### src/rtl/cdb_arbiter.sv
// Common-data-bus arbiter: per-source result FIFOs drained one entry per cycle
// by round-robin onto a registered CDB write port. Tag 0 is never broadcast.
module cdb_arbiter #(
   parameter int unsigned NUM_SRC = 4,
   parameter int unsigned TAG_W   = 4,
   parameter int unsigned DEPTH   = 2
) (
   input  logic                     clk,
   input  logic                     rst_n,
   input  logic                     flush,
   input  logic [NUM_SRC-1:0]       src_vld,
   output logic [NUM_SRC-1:0]       src_rdy,
   input  logic [NUM_SRC*TAG_W-1:0] src_tag,
   input  logic [NUM_SRC*32-1:0]    src_wdata,
   output logic                     cdb_wr,
   output logic [TAG_W-1:0]         cdb_tag,
   output logic [31:0]              cdb_wdata,
   output logic                     err_tag0,
   output logic [31:0]              bcast_cnt
);

   localparam int unsigned DATA_W = 32;
   localparam int unsigned PTR_W  = (DEPTH > 1) ? $clog2(DEPTH) : 1;
   localparam int unsigned CNT_W  = $clog2(DEPTH + 1);
   localparam int unsigned SEL_W  = (NUM_SRC > 1) ? $clog2(NUM_SRC) : 1;

   logic [TAG_W-1:0]  tag_mem   [NUM_SRC][DEPTH];
   logic [DATA_W-1:0] data_mem  [NUM_SRC][DEPTH];
   logic [PTR_W-1:0]  rd_ptr    [NUM_SRC];
   logic [PTR_W-1:0]  wr_ptr    [NUM_SRC];
   logic [CNT_W-1:0]  count     [NUM_SRC];
   logic [CNT_W-1:0]  count_nxt [NUM_SRC];

   logic [NUM_SRC-1:0] non_empty;
   logic [NUM_SRC-1:0] push;
   logic [NUM_SRC-1:0] wr_en;
   logic [NUM_SRC-1:0] pop;
   logic [NUM_SRC-1:0] tag0_hit;

   logic [SEL_W-1:0]  rr_ptr;
   logic [SEL_W-1:0]  rr_next;
   logic [SEL_W-1:0]  gnt;
   logic [SEL_W-1:0]  cand;
   logic              gnt_vld;
   logic [TAG_W-1:0]  head_tag;
   logic [DATA_W-1:0] head_data;

   // Handshake decode; tag-0 pushes complete the handshake but are not stored
   always_comb begin
      non_empty = '0;
      push      = '0;
      tag0_hit  = '0;
      wr_en     = '0;
      for (int i = 0; i < NUM_SRC; i++) begin
         non_empty[i] = (count[i] != '0);
         push[i]      = src_vld[i] && src_rdy[i] && !flush;
         tag0_hit[i]  = push[i] && (src_tag[i*TAG_W +: TAG_W] == '0);
         wr_en[i]     = push[i] && !tag0_hit[i];
      end
   end

   // Round-robin search starting at rr_ptr
   always_comb begin
      gnt_vld = 1'b0;
      gnt     = '0;
      cand    = '0;
      for (int k = 0; k < NUM_SRC; k++) begin
         cand = SEL_W'((int'(rr_ptr) + k) % int'(NUM_SRC));
         if (!gnt_vld && non_empty[cand]) begin
            gnt_vld = 1'b1;
            gnt     = cand;
         end
      end
   end

   assign head_tag  = tag_mem[gnt][rd_ptr[gnt]];
   assign head_data = data_mem[gnt][rd_ptr[gnt]];
   assign rr_next   = (gnt == SEL_W'(NUM_SRC - 1)) ? '0 : gnt + SEL_W'(1);

   // Pop selection and next occupancy
   always_comb begin
      pop = '0;
      for (int i = 0; i < NUM_SRC; i++) begin
         pop[i]       = gnt_vld && !flush && (gnt == SEL_W'(i));
         count_nxt[i] = flush ? '0 : count[i] + CNT_W'(wr_en[i]) - CNT_W'(pop[i]);
      end
   end

   // FIFO pointers, occupancy and registered ready
   always_ff @(posedge clk or negedge rst_n) begin
      if (!rst_n) begin
         for (int i = 0; i < NUM_SRC; i++) begin
            rd_ptr[i] <= '0;
            wr_ptr[i] <= '0;
            count[i]  <= '0;
         end
         src_rdy <= '1;
      end else begin
         for (int i = 0; i < NUM_SRC; i++) begin
            count[i]   <= count_nxt[i];
            src_rdy[i] <= (count_nxt[i] < CNT_W'(DEPTH));
            if (flush) begin
               rd_ptr[i] <= '0;
               wr_ptr[i] <= '0;
            end else begin
               if (pop[i])   rd_ptr[i] <= rd_ptr[i] + PTR_W'(1);
               if (wr_en[i]) wr_ptr[i] <= wr_ptr[i] + PTR_W'(1);
            end
         end
      end
   end

   // FIFO storage
   always_ff @(posedge clk) begin
      for (int i = 0; i < NUM_SRC; i++) begin
         if (wr_en[i]) begin
            tag_mem[i][wr_ptr[i]]  <= src_tag[i*TAG_W +: TAG_W];
            data_mem[i][wr_ptr[i]] <= src_wdata[i*DATA_W +: DATA_W];
         end
      end
   end

   // Registered CDB port, round-robin pointer and status
   always_ff @(posedge clk or negedge rst_n) begin
      if (!rst_n) begin
         cdb_wr    <= 1'b0;
         cdb_tag   <= '0;
         cdb_wdata <= '0;
         rr_ptr    <= '0;
         bcast_cnt <= '0;
         err_tag0  <= 1'b0;
      end else begin
         if (|tag0_hit) err_tag0 <= 1'b1;
         if (flush) begin
            cdb_wr    <= 1'b0;
            cdb_tag   <= '0;
            cdb_wdata <= '0;
            rr_ptr    <= '0;
         end else if (gnt_vld) begin
            cdb_wr    <= 1'b1;
            cdb_tag   <= head_tag;
            cdb_wdata <= head_data;
            rr_ptr    <= rr_next;
            bcast_cnt <= bcast_cnt + 32'd1;
         end else begin
            cdb_wr    <= 1'b0;
            cdb_tag   <= '0;
            cdb_wdata <= '0;
         end
      end
   end

endmodule

### config.mk
export PLATFORM = sky130hd
export DESIGN_NAME = cdb_arbiter
export DESIGN_NICKNAME = d
export VERILOG_FILES = /design/src/rtl/cdb_arbiter.sv
export SDC_FILE = /design/constraint.sdc
export NUM_CORES = 1
export LEC_CHECK = 0
export ABC_AREA = 1
export CAP_MARGIN = 40
export CORE_ASPECT_RATIO = 0.7
export CORE_MARGIN = 5
export CORE_UTILIZATION = 35
export DETAILED_ROUTE_END_ITERATION = 10
export GPL_TIMING_DRIVEN = 0
export HOLD_SLACK_MARGIN = 0.15
export SLEW_MARGIN = 20
export SYNTH_ARGS = -nofsm -noshare
export SYNTH_HDL_FRONTEND = slang
export SYNTH_SLANG_ARGS = --single-unit
export TNS_END_PERCENT = 10
### constraint.sdc
create_clock -name clk -period 4.95 [get_ports clk]
set_clock_uncertainty 0.15 [all_clocks]
set_input_delay 0.495 -clock clk [delete_from_list [all_inputs] [get_ports clk]]
set_output_delay 0.495 -clock clk [all_outputs]
set_load 0.1 [all_outputs]
**Run 1: cell classes on the final placement**

Bar = 100 um. Fill, decap, tap and diode cells in gray.
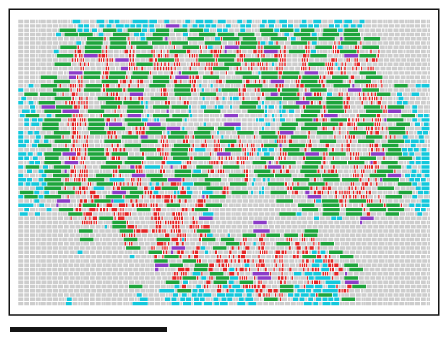
Key: purple = clock drivers and dummy loads [cells 74]; cyan = other buffers and delay cells [cells 391]; red = all other logic [cells 1202]; green = flip-flops [cells 380]
fin area: 0.0227 mm^2
core outline area: 0.0478 mm^2

**Run 1: placed standard cells**

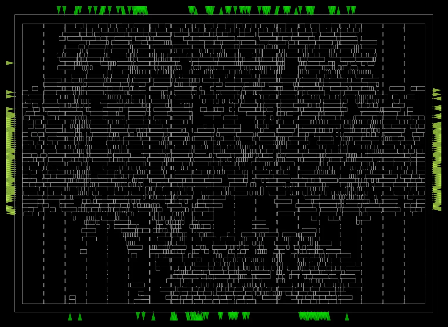
TAP cells: 621
Finished Core Util: 47.6%
fraction of area in registers: 48.2%
flop count: 380

**Run 1: signal wires by layer**

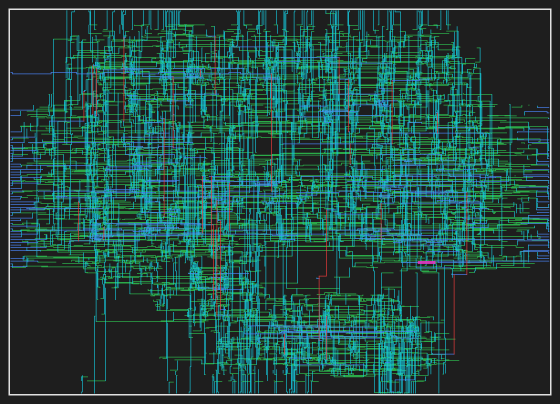
Key: magenta = met5 [wire length 7.40 um]; cyan = met2 [wire length 22.2 mm]; green = met1 [wire length 25.4 mm]; red = met4 [wire length 835 um]; blue = met3 [wire length 4680 um]
drt total wl: 53.1 mm
post-DR wirelength/cell: 19.9 um
gr usage total: 19.8%

==> impl_metrics.toml, run 1 <==
# yosys + openroad results
[status]
status = "complete, no violations"

[synth]
async_reset_ff_share_pct = 24.2
synth.logic.top_family = "simple AND/OR/NAND/NOR gates"
ys_dominant_reg_cell = "edfxtp_1"
synth_seq_share_pct = 64.9
yosys-top-cells-area = "edfxtp_1 51%, dfrtp_1 13%, nand2_1 11%"
yosysCellCount = 1663
ys_sh_adder_pct = 0.742
ys_sh_simple_pct = 24.0
fp_nets = 1824
edf_count = 288

[timing]
rsz0062_at_grt = "no"
setup_viol = 0
fin_ws_ns = 1.47
period_minus_slack_ns = 3.48
max-slew-margin-rel_pct = 50.9
final_max_slew_viol_count = 0

[final_layout]
bufAreaShareNonClock_pct = 18.3
comb_area_share_pct = 21.6
layout.cells.non_filler = 2671
layout-drive-gt1-share_pct = 11.6

[worst_setup_path]
required_ns = 5.26
path_depth = 18

[clocking]
clk_path_buf_depth = 3
numCtsBuffers = 40

[drt]
drc = 0

[placement]
post-place-ws_ns = 1.32
dp.cells = 2593

[die]
fp.dieH_um = 194
die_x_um = 272
dieArea_mm2 = 0.0528
rows = 67

[min_path]
hold_end = "rd_ptr[3]$_DFFE_PN0P_"

[global_routing]
grt_max_degree = 48
run 1: flip-flops by register name, summed over array words and instances (netlist names):
register and cells:
rr_ptr 2, bcast_cnt 32, cdb_tag 4, count 8, rd_ptr 4, cdb_wr 1, src_rdy 4, data_mem 256
err_tag0 1, cdb_wdata 32, wr_ptr 4, tag_mem 32
run 1: routing by layer:
layer / global-route usage, % / part of all wire [%]
met2: 28.7 / 42
met4: 3.92 / 1.6
met1: 30.4 / 48
met5: 0 / 0.013
met3: 4.80 / 8.8
==> run 2: changes to the inputs <==
- clock period: 4.95 -> 3.6 ns (I/O delays scaled with it)
**Run 2: cell classes on the final placement**

Bar = 100 um. Fill, decap, tap and diode cells in gray.
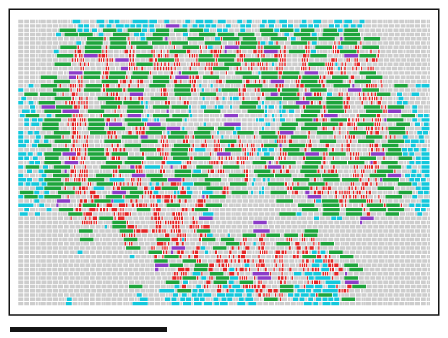
Key: red = all other logic [cells 1202]; cyan = other buffers and delay cells [cells 393]; green = flip-flops [cells 380]; purple = clock drivers and dummy loads [cells 74]
fin area: 0.0227 mm^2
fraction of area in registers: 48.2%
Finished Core Util: 47.6%
placement row count: 67

**Run 2: placed standard cells**

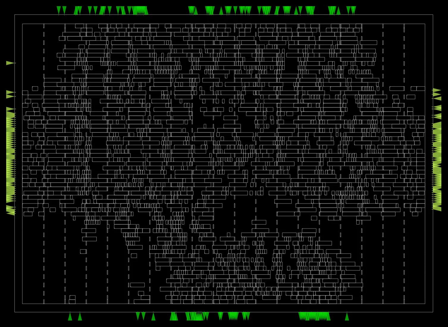
non-filler cells, final: 2672
filler cell count in the final layout: 4375

==> impl_metrics.toml, run 2 <==
# yosys + openroad results
[drt]
wl_per_cell_um = 19.9
drc = 0
maxUsedRoutingLayer = "met5"
wirelength_mm = 53.1

[synth]
ys_dominant_reg_cell = "edfxtp_1"
edf_count = 288
synth_seq_share_pct = 64.9

[die]
core_area_mm2 = 0.0478
die_x_um = 272
dieArea_mm2 = 0.0528

[clocking]
numCtsBuffers = 40

[final_layout]
layout-drive-gt1-share_pct = 11.7
comb_area_share_pct = 21.5

[worst_setup_path]
path_depth = 20

[timing]
max-slew-margin-rel_pct = 51.7
fin_ws_ns = 0.228
rsz0062_at_grt = "no"
setup_viol = 0

[global_routing]
grt_usage_pct = 19.8

[placement]
dp.cells = 2593

[status]
status = "complete, no violations"
## run 2: cell counts after synthesis
No cell type changed its count.
## run 2: repair_timing
action                                  in CTS  in global routing
endpoints found under the setup margin       0                  2
buffers inserted                             0                  2
hold buffers                                 1                  0
endpoints found under the hold margin       92                  0
## run 2: routing by layer
layer | track usage, % | vias up
met5 | 0 | -
met4 | 3.92 | 2
met3 | 4.80 | 68
met2 | 28.7 | 574
met1 | 30.4 | 6277
li1 | - | 6178
## run 2: cell families after synthesis
logic type,after synthesis
buffers and inverters,242
AOI/OAI and AO/OA,60
and+or+nand+nor,940
adders and majority gates,10
DFF,380
xor gates and xnor gates,31
